File: src/rtl/multicycle_controller_pkg.sv
// Shared encodings for the multi-cycle RV32I controller: opcodes, funct3, ALU ops,
// immediate formats, datapath mux selects and the controller state enum.
package multicycle_controller_pkg;

   localparam logic [6:0] OpcLoad   = 7'b0000011;
   localparam logic [6:0] OpcStore  = 7'b0100011;
   localparam logic [6:0] OpcRtype  = 7'b0110011;
   localparam logic [6:0] OpcItype  = 7'b0010011;
   localparam logic [6:0] OpcBranch = 7'b1100011;
   localparam logic [6:0] OpcJal    = 7'b1101111;
   localparam logic [6:0] OpcJalr   = 7'b1100111;
   localparam logic [6:0] OpcLui    = 7'b0110111;
   localparam logic [6:0] OpcAuipc  = 7'b0010111;
   localparam logic [6:0] OpcXorid  = 7'b0001011;

   localparam logic [2:0] F3AddSub = 3'b000;
   localparam logic [2:0] F3Sll    = 3'b001;
   localparam logic [2:0] F3Slt    = 3'b010;
   localparam logic [2:0] F3Sltu   = 3'b011;
   localparam logic [2:0] F3Xor    = 3'b100;
   localparam logic [2:0] F3SrlSra = 3'b101;
   localparam logic [2:0] F3Or     = 3'b110;
   localparam logic [2:0] F3And    = 3'b111;

   localparam logic [2:0] F3Beq  = 3'b000;
   localparam logic [2:0] F3Bne  = 3'b001;
   localparam logic [2:0] F3Blt  = 3'b100;
   localparam logic [2:0] F3Bge  = 3'b101;
   localparam logic [2:0] F3Bltu = 3'b110;
   localparam logic [2:0] F3Bgeu = 3'b111;

   localparam logic [3:0] AluAdd  = 4'b0000;
   localparam logic [3:0] AluSub  = 4'b0001;
   localparam logic [3:0] AluSlt  = 4'b0010;
   localparam logic [3:0] AluSltu = 4'b0011;
   localparam logic [3:0] AluXor  = 4'b0100;
   localparam logic [3:0] AluOr   = 4'b0101;
   localparam logic [3:0] AluAnd  = 4'b0110;
   localparam logic [3:0] AluSll  = 4'b0111;
   localparam logic [3:0] AluSrl  = 4'b1000;
   localparam logic [3:0] AluSra  = 4'b1001;

   localparam logic [2:0] ImmI    = 3'b000;
   localparam logic [2:0] ImmS    = 3'b001;
   localparam logic [2:0] ImmB    = 3'b010;
   localparam logic [2:0] ImmU    = 3'b011;
   localparam logic [2:0] ImmJ    = 3'b100;
   localparam logic [2:0] ImmNone = 3'b111;

   localparam logic [1:0] SrcAPc    = 2'b00;
   localparam logic [1:0] SrcAOldPc = 2'b01;
   localparam logic [1:0] SrcARs1   = 2'b10;
   localparam logic [1:0] SrcBRs2   = 2'b00;
   localparam logic [1:0] SrcBImm   = 2'b01;
   localparam logic [1:0] SrcBFour  = 2'b10;

   localparam logic [1:0] ResAluOut = 2'b00;
   localparam logic [1:0] ResMem    = 2'b01;
   localparam logic [1:0] ResAlu    = 2'b10;
   localparam logic [1:0] ResImm    = 2'b11;

   typedef enum logic [3:0] {
      StFetch, StDecode, StMemAdr, StMemRd, StMemWb, StMemWr, StExeR,
      StExeI, StAluWb, StBranch, StJal, StJalr, StUpper, StTrap
   } state_e;

   function automatic logic branch_taken(input logic [2:0] funct3, input logic zero,
                                         input logic lt, input logic ltu);
      logic t;
      case (funct3)
         F3Beq:   t = zero;
         F3Bne:   t = !zero;
         F3Blt:   t = lt;
         F3Bge:   t = !lt;
         F3Bltu:  t = ltu;
         F3Bgeu:  t = !ltu;
         default: t = 1'b0;
      endcase
      return t;
   endfunction

endpackage

File: src/rtl/multicycle_controller_alu_decoder.sv
// ALU operation decode from funct3 and instr[30]; SUB is only honoured for R-type,
// the SRL/SRA split for both R-type and I-type.
module multicycle_controller_alu_decoder
   import multicycle_controller_pkg::*;
(
   input  logic       is_rtype_i,
   input  logic [2:0] funct3_i,
   input  logic       bit30_i,
   output logic [3:0] alu_control_o
);

   always_comb begin
      alu_control_o = AluAdd;
      unique case (funct3_i)
         F3AddSub: alu_control_o = (is_rtype_i && bit30_i) ? AluSub : AluAdd;
         F3Sll:    alu_control_o = AluSll;
         F3Slt:    alu_control_o = AluSlt;
         F3Sltu:   alu_control_o = AluSltu;
         F3Xor:    alu_control_o = AluXor;
         F3SrlSra: alu_control_o = bit30_i ? AluSra : AluSrl;
         F3Or:     alu_control_o = AluOr;
         F3And:    alu_control_o = AluAnd;
      endcase
   end

endmodule

File: src/rtl/multicycle_controller.sv
// Multi-cycle RV32I control FSM with memory handshake, retire counter and illegal trap.
// Define XORID_EN to enable the custom XORID opcode (0001011) instead of trapping it.
module multicycle_controller
   import multicycle_controller_pkg::*;
#(
   parameter int unsigned XLEN  = 32,
   parameter int unsigned CNT_W = 32
) (
   input  logic             clk_i,
   input  logic             rst_ni,
   input  logic [XLEN-1:0]  instr_i,
   input  logic             zero_i,
   input  logic             lt_i,
   input  logic             ltu_i,
   input  logic             mem_ready_i,
   output logic             mem_req_o,
   output logic             mem_we_o,
   output logic [1:0]       mem_size_o,
   output logic             mem_unsigned_o,
   output logic             adr_src_o,
   output logic             ir_write_o,
   output logic             pc_write_o,
   output logic             reg_write_o,
   output logic [1:0]       alu_src_a_o,
   output logic [1:0]       alu_src_b_o,
   output logic [3:0]       alu_control_o,
   output logic [2:0]       imm_src_o,
   output logic [1:0]       result_src_o,
   output logic             xorid_o,
   output logic             illegal_o,
   output logic             retire_o,
   output logic [CNT_W-1:0] instret_o
);

   state_e           state_q, state_d;
   logic [CNT_W-1:0] instret_q, instret_d;
   logic [6:0]       opcode;
   logic [2:0]       funct3;
   logic             is_xorid;
   logic [3:0]       dec_alu;
   logic             unused_instr;

   assign opcode       = instr_i[6:0];
   assign funct3       = instr_i[14:12];
   assign unused_instr = ^{instr_i[XLEN-1:31], instr_i[29:15], instr_i[11:7]};

`ifdef XORID_EN
   assign is_xorid = (opcode == OpcXorid);
`else
   assign is_xorid = 1'b0;
`endif

   multicycle_controller_alu_decoder u_alu_decoder (
      .is_rtype_i    (state_q == StExeR),
      .funct3_i      (funct3),
      .bit30_i       (instr_i[30]),
      .alu_control_o (dec_alu)
   );

   always_ff @(posedge clk_i or negedge rst_ni) begin
      if (!rst_ni) begin
         state_q   <= StFetch;
         instret_q <= '0;
      end else begin
         state_q   <= state_d;
         instret_q <= instret_d;
      end
   end

   assign instret_d = retire_o ? instret_q + CNT_W'(1) : instret_q;
   assign instret_o = instret_q;

   // Outputs are gated by reset so an in-flight request drops asynchronously.
   always_comb begin
      state_d        = state_q;
      mem_req_o      = 1'b0;
      mem_we_o       = 1'b0;
      mem_size_o     = 2'b00;
      mem_unsigned_o = 1'b0;
      adr_src_o      = 1'b0;
      ir_write_o     = 1'b0;
      pc_write_o     = 1'b0;
      reg_write_o    = 1'b0;
      alu_src_a_o    = SrcAPc;
      alu_src_b_o    = SrcBRs2;
      alu_control_o  = AluAdd;
      imm_src_o      = ImmNone;
      result_src_o   = ResAluOut;
      xorid_o        = 1'b0;
      illegal_o      = 1'b0;
      retire_o       = 1'b0;
      if (rst_ni) begin
         case (state_q)
            StFetch: begin
               mem_req_o   = 1'b1;
               alu_src_b_o = SrcBFour;
               ir_write_o  = mem_ready_i;
               pc_write_o  = mem_ready_i;
               if (mem_ready_i) state_d = StDecode;
            end
            StDecode: begin
               alu_src_a_o = SrcAOldPc;
               alu_src_b_o = SrcBImm;
               imm_src_o   = ImmB;
               case (opcode)
                  OpcLoad, OpcStore: state_d = StMemAdr;
                  OpcRtype:          state_d = StExeR;
                  OpcItype:          state_d = StExeI;
                  OpcBranch:         state_d = StBranch;
                  OpcJal: begin
                     state_d   = StJal;
                     imm_src_o = ImmJ;
                  end
                  OpcJalr: begin
                     // ALUOut holds the link value OldPC+4 for the JALR cycle.
                     state_d     = StJalr;
                     alu_src_b_o = SrcBFour;
                     imm_src_o   = ImmNone;
                  end
                  OpcLui, OpcAuipc:  state_d = StUpper;
                  default:           state_d = is_xorid ? StExeI : StTrap;
               endcase
            end
            StMemAdr: begin
               alu_src_a_o = SrcARs1;
               alu_src_b_o = SrcBImm;
               imm_src_o   = (opcode == OpcStore) ? ImmS : ImmI;
               state_d     = (opcode == OpcStore) ? StMemWr : StMemRd;
            end
            StMemRd, StMemWr: begin
               mem_req_o      = 1'b1;
               mem_we_o       = (state_q == StMemWr);
               adr_src_o      = 1'b1;
               mem_size_o     = funct3[1:0];
               mem_unsigned_o = funct3[2];
               if (mem_ready_i) begin
                  state_d  = (state_q == StMemWr) ? StFetch : StMemWb;
                  retire_o = (state_q == StMemWr);
               end
            end
            StMemWb: begin
               result_src_o = ResMem;
               reg_write_o  = 1'b1;
               retire_o     = 1'b1;
               state_d      = StFetch;
            end
            StExeR: begin
               alu_src_a_o   = SrcARs1;
               alu_src_b_o   = SrcBRs2;
               alu_control_o = dec_alu;
               state_d       = StAluWb;
            end
            StExeI: begin
               alu_src_a_o   = SrcARs1;
               alu_src_b_o   = SrcBImm;
               imm_src_o     = ImmI;
               alu_control_o = is_xorid ? AluXor : dec_alu;
               xorid_o       = is_xorid;
               state_d       = StAluWb;
            end
            StAluWb: begin
               reg_write_o = 1'b1;
               retire_o    = 1'b1;
               state_d     = StFetch;
            end
            StBranch: begin
               alu_src_a_o   = SrcARs1;
               alu_src_b_o   = SrcBRs2;
               alu_control_o = AluSub;
               if (funct3[2:1] == 2'b01) begin
                  state_d = StTrap;
               end else begin
                  pc_write_o = branch_taken(funct3, zero_i, lt_i, ltu_i);
                  retire_o   = 1'b1;
                  state_d    = StFetch;
               end
            end
            StJal: begin
               alu_src_a_o  = SrcAOldPc;
               alu_src_b_o  = SrcBFour;
               result_src_o = ResAlu;
               reg_write_o  = 1'b1;
               pc_write_o   = 1'b1;
               retire_o     = 1'b1;
               state_d      = StFetch;
            end
            StJalr: begin
               alu_src_a_o = SrcARs1;
               alu_src_b_o = SrcBImm;
               imm_src_o   = ImmI;
               reg_write_o = 1'b1;
               pc_write_o  = 1'b1;
               retire_o    = 1'b1;
               state_d     = StFetch;
            end
            StUpper: begin
               imm_src_o   = ImmU;
               reg_write_o = 1'b1;
               retire_o    = 1'b1;
               state_d     = StFetch;
               if (opcode == OpcLui) begin
                  result_src_o = ResImm;
               end else begin
                  alu_src_a_o  = SrcAOldPc;
                  alu_src_b_o  = SrcBImm;
                  result_src_o = ResAlu;
               end
            end
            StTrap:  illegal_o = 1'b1;
            default: state_d = StFetch;
         endcase
      end
   end

endmodule

File: config.mk
export PLATFORM = sky130hd
export DESIGN_NAME = multicycle_controller
export DESIGN_NICKNAME = d
export VERILOG_FILES = /design/src/rtl/multicycle_controller_pkg.sv /design/src/rtl/multicycle_controller_alu_decoder.sv /design/src/rtl/multicycle_controller.sv
export SDC_FILE = /design/constraint.sdc
export NUM_CORES = 1
export LEC_CHECK = 0
export CAP_MARGIN = 20
export CORE_ASPECT_RATIO = 0.8
export CORE_MARGIN = 4
export CORE_UTILIZATION = 46
export CTS_BUF_LIST = sky130_fd_sc_hd__clkbuf_2 sky130_fd_sc_hd__clkbuf_4 sky130_fd_sc_hd__clkbuf_8
export DETAILED_ROUTE_END_ITERATION = 10
export PLACE_DENSITY_LB_ADDON = 0.2
export SKIP_CTS_REPAIR_TIMING = 1
export SLEW_MARGIN = 20
export SYNTH_ARGS = -nofsm -noshare
export SYNTH_HDL_FRONTEND = slang
export SYNTH_SLANG_ARGS = --single-unit
File: constraint.sdc
create_clock -name clk_i -period 2.4 [get_ports clk_i]
set_clock_uncertainty 0.2 [all_clocks]
set_input_delay 0.36 -clock clk_i [delete_from_list [all_inputs] [get_ports clk_i]]
set_output_delay 0.36 -clock clk_i [all_outputs]
set_load 0.03 [all_outputs]
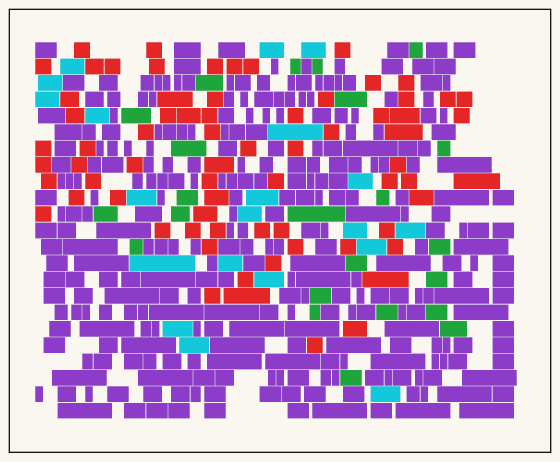
Fig. 1. Cell sizes after repair (run 1).
Key: purple = _0 and _1 cells [cells 286, share 72%, most used clkdlybuf4s50_1]; red = _3 and _4 cells [cells 70, share 18%, most used buf_4]; green = _2 cells [cells 23, share 5.8%, most used nor3_2]; cyan = _6 and larger [cells 20, share 5.0%, most used buf_6]

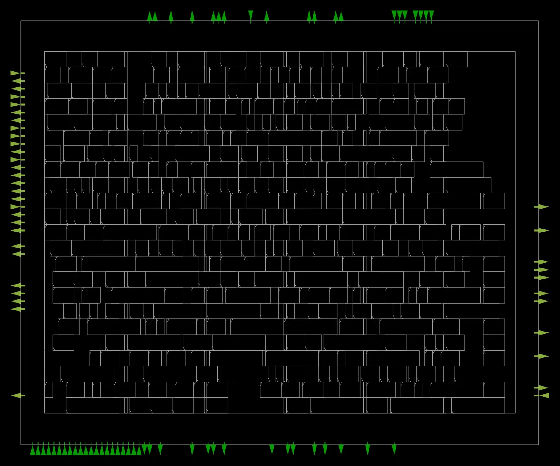
Fig. 2. Placed standard cells (run 1).
standard-cell rows: 23
Tap Count: 62

==> Slide: Implementation Results, run 1 <==
Key Metrics from the Run

Power
  – Combinational logic power: 0.00172 W
  – Comb pwr share: 56.3%
  – Pwr top: combinational cells

Synthesis
  – Chip Area, Yosys: 2450 sq um
  – Number of synthesized flops with an enable pin: 0
  – Ao+oa area frac: 11.0%
  – Mapped Cells: 284
  – Synth area leader: dfrtp_1
  – Synth cell count leaders: 36 x dfrtp_1, 35 x nand2_1, 25 x nor2_1, 19 x xnor2_1, 17 x xor2_1

Cells and area
  – Fill count: 373
  – Non-clk buf share: 29.2%
  – Max reg flops: 32
  – Mi-comb count: 223
  – Ant. Diodes: 0
  – Final instance area: 3820 sq um
  – Final std cells w/o fill: 461

Routing
  – Met3 wire length: 424 um
  – Top layer in use: met4

Timing
  – Fmax: 408 MHz
  – Final Hold Fails: 0
  – Worst setup margin: -0.0514 ns
  – Unrepaired setup endpoints after global routing: yes
  – Final setup viols: 1

Outcome
  – Status: finished with violations
  – Failing checks: setup timing

Placed design
  – IO Port Bufs: 72
  – Gpl congestion: 0.903
  – Post-DP Area: 3460 sq um

Die
  – Die Width: 89.6 um
  – Fp util: 48.1%

Global routing
  – Met1 Track Usage GR: 30.3%
  – Met3 usage: 5.27%

Worst setup path
  – Worst setup SP type: primary input
  – Path type of the worst setup path: primary input to output port
  – CP bufs+invs: 2

Flow run
  – Max Cap Viol: 0

Clock network
  – TritonCTS Buffers: 5
  – Clock Sinks: 36
  – CTS tree: built
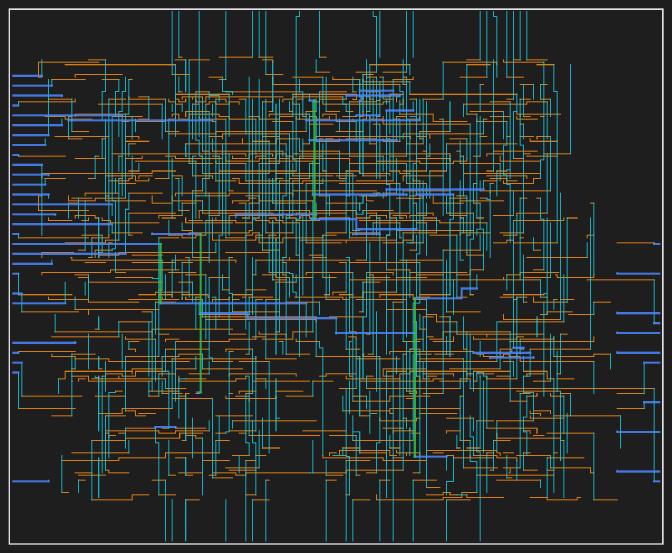
Fig. 3. Wiring by layer (run 1).
Key: blue = metal 3 [wire length 425 um]; orange = metal 1 [wire length 3250 um]; green = metal 4 [wire length 68.0 um]; cyan = metal 2 [wire length 3360 um]

## Run 2: what changed since run 1
--- a/config.mk
+++ b/config.mk
@@ -9,11 +9,11 @@
 export CORE_ASPECT_RATIO = 0.8
 export CORE_MARGIN = 4
 export CORE_UTILIZATION = 46
-export CTS_BUF_LIST = sky130_fd_sc_hd__clkbuf_2 sky130_fd_sc_hd__clkbuf_4 sky130_fd_sc_hd__clkbuf_8
+export CTS_BUF_LIST = sky130_fd_sc_hd__clkbuf_4
 export DETAILED_ROUTE_END_ITERATION = 10
 export PLACE_DENSITY_LB_ADDON = 0.2
 export SKIP_CTS_REPAIR_TIMING = 1
-export SLEW_MARGIN = 20
+export SLEW_MARGIN = 10
 export SYNTH_ARGS = -nofsm -noshare
 export SYNTH_HDL_FRONTEND = slang
 export SYNTH_SLANG_ARGS = --single-unit
==> run 2 against run 1 <==
Against the previous run:
- the run still ends with setup timing left
- critical path depth rose by 1
- final area increased by 3.4%
- non-clock buffer count grew 12
- first-iteration DRC count down 5.8%
==> Slide: Implementation Results, run 2 <==
Key Metrics from the Run

Timing
  – Final Hold Fails: 0
  – Final setup viols: 4
  – Worst setup margin: -0.0276 ns
  – Unrepaired setup endpoints after global routing: yes
  – Fmax: 412 MHz

Power
  – Comb pwr share: 63.4%
  – Pwr top: combinational cells

Placed design
  – Gpl congestion: 0.903

Outcome
  – Status: finished with violations
  – Failing checks: setup timing

Cells and area
  – Non-clk buf share: 31.3%
  – Max reg flops: 32
  – Ant. Diodes: 0
  – Mi-comb count: 223
  – Final std cells w/o fill: 473
  – Fill count: 355

Clock network
  – TritonCTS Buffers: 5
  – CTS tree: built
  – Clock Sinks: 36

Synthesis
  – Mapped Cells: 284
  – Synth area leader: dfrtp_1
  – Synth cell count leaders: 36 x dfrtp_1, 35 x nand2_1, 25 x nor2_1, 19 x xnor2_1, 17 x xor2_1
  – Ao+oa area frac: 11.0%
  – Chip Area, Yosys: 2450 sq um
  – Number of synthesized flops with an enable pin: 0

Die
  – Tap Count: 62
  – Fp util: 48.1%
  – Standard-cell rows: 23
  – Die Width: 89.6 um

Global routing
  – Met1 Track Usage GR: 30.5%
  – Met3 usage: 6.17%

Routing
  – Top layer in use: met4
  – Met3 wire length: 535 um

Worst setup path
  – Path type of the worst setup path: flip-flop to output port
  – CP bufs+invs: 1

Flow run
  – Max Cap Viol: 0
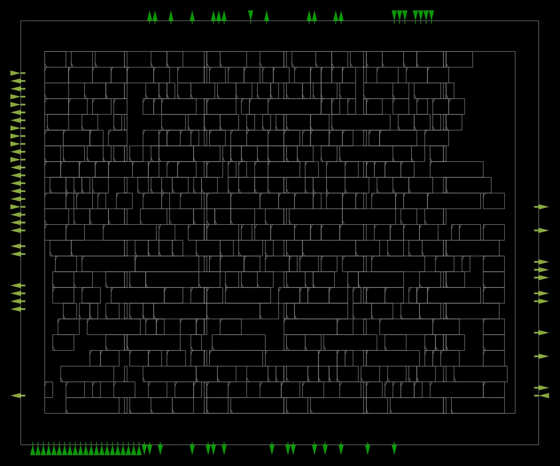
Fig. 4. Placed standard cells (run 2).
Final Core Density: 77.5%
flop share of the area: 22.8%

## Run 3: what changed since run 2
--- a/config.mk
+++ b/config.mk
@@ -5,10 +5,11 @@
 export SDC_FILE = /design/constraint.sdc
 export NUM_CORES = 1
 export LEC_CHECK = 0
+export ABC_AREA = 1
 export CAP_MARGIN = 20
 export CORE_ASPECT_RATIO = 0.8
 export CORE_MARGIN = 4
-export CORE_UTILIZATION = 46
+export CORE_UTILIZATION = 52
 export CTS_BUF_LIST = sky130_fd_sc_hd__clkbuf_4
 export DETAILED_ROUTE_END_ITERATION = 10
 export PLACE_DENSITY_LB_ADDON = 0.2
==> constraint.sdc (replaced) <==
create_clock -name clk_i -period 3.1 [get_ports clk_i]
set_clock_uncertainty 0.2 [all_clocks]
set_input_delay 0.465 -clock clk_i [delete_from_list [all_inputs] [get_ports clk_i]]
set_output_delay 0.465 -clock clk_i [all_outputs]
set_load 0.03 [all_outputs]
==> run 3 against run 2 <==
Against the previous run:
- critical path type unchanged
- largest cell class unchanged
- critical path depth unchanged
- routed wire length increased by 16%
- final area decreased by 2.9%
- sequential share of layout area increased by 0.70 points
- core utilization decreased by 7.7 points
- the flow now finishes without violations
- area after synthesis increased by 22%
- non-clock buffer count decreased by 56
==> Slide: Implementation Results, run 3 <==
Key Metrics from the Run

Outcome
  – Status: finished clean

Cells and area
  – Max reg flops: 32
  – Final instance area: 3830 sq um
  – Mi-comb count: 391
  – Final Core Density: 69.8%
  – Ant. Diodes: 0
  – Fill count: 491
  – Non-clk buf share: 19.6%

Worst setup path
  – Worst setup SP type: flip-flop
  – Path type of the worst setup path: flip-flop to output port
  – CP bufs+invs: 3

Timing
  – Final Hold Fails: 0
  – Fmax: 356 MHz
  – Unrepaired setup endpoints after global routing: no
  – Final setup viols: 0

Clock network
  – Clock Sinks: 36
  – TritonCTS Buffers: 5

Power
  – Comb pwr share: 56.9%
  – Combinational logic power: 0.00136 W
  – Pwr top: combinational cells

Synthesis
  – Mapped Cells: 496
  – Chip Area, Yosys: 2990 sq um
  – Synth cell count leaders: 200 x nand2_1, 71 x nor2_1, 56 x inv_1, 36 x dfrtp_1, 25 x nand3_1
  – Synth area leader: dfrtp_1

Die
  – Tap Count: 78
  – Fp util: 54.4%
  – Die Width: 92.8 um

Routing
  – Met3 wire length: 790 um
  – Top layer in use: met4

Placed design
  – IO Port Bufs: 72
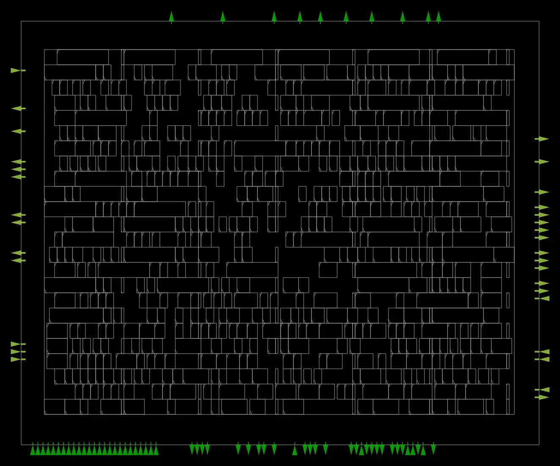
Fig. 5. Placed standard cells (run 3).
standard-cell rows: 24
final std cells w/o fill: 651
flop share of the area: 23.5%
Flops: 36
core area: 5500 sq um


==> layout pictures side by side <==
I/O nets highlighted.
The bar under the picture is 20 um long.
picture 1
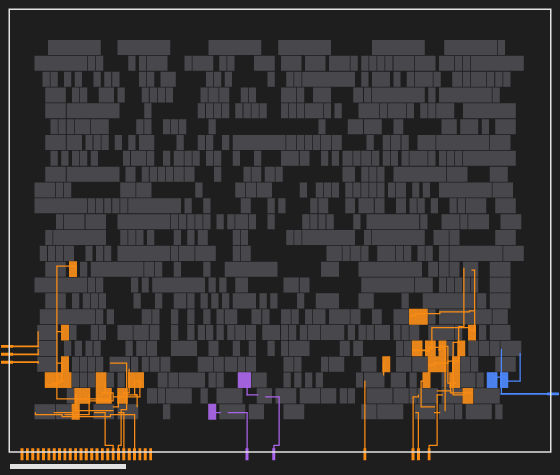
picture 2
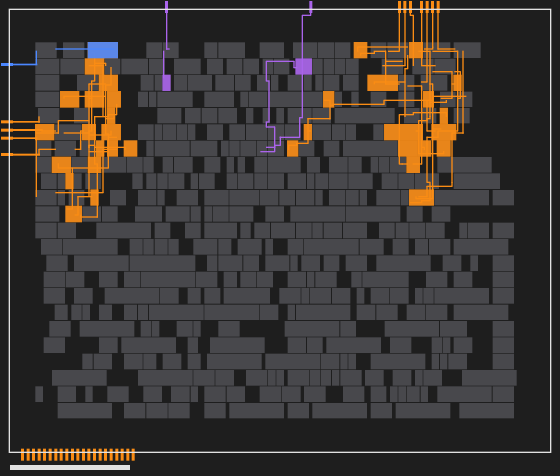
- most cells: picture 1
| picture | from |
|---|---|
| picture 1 | run 3 |
| picture 2 | run 2 |

Key to picture 2:
Key: purple = `alu_src_b_o` [direction output, end cells 2, wire 66.8 um]; blue = `lt_i` [direction input, end cells 1, wire 15.8 um]; orange = `instr_i` [direction input, end cells 34, wire 544 um]

No activity file was given, so power comes from the tool's default toggle rates.
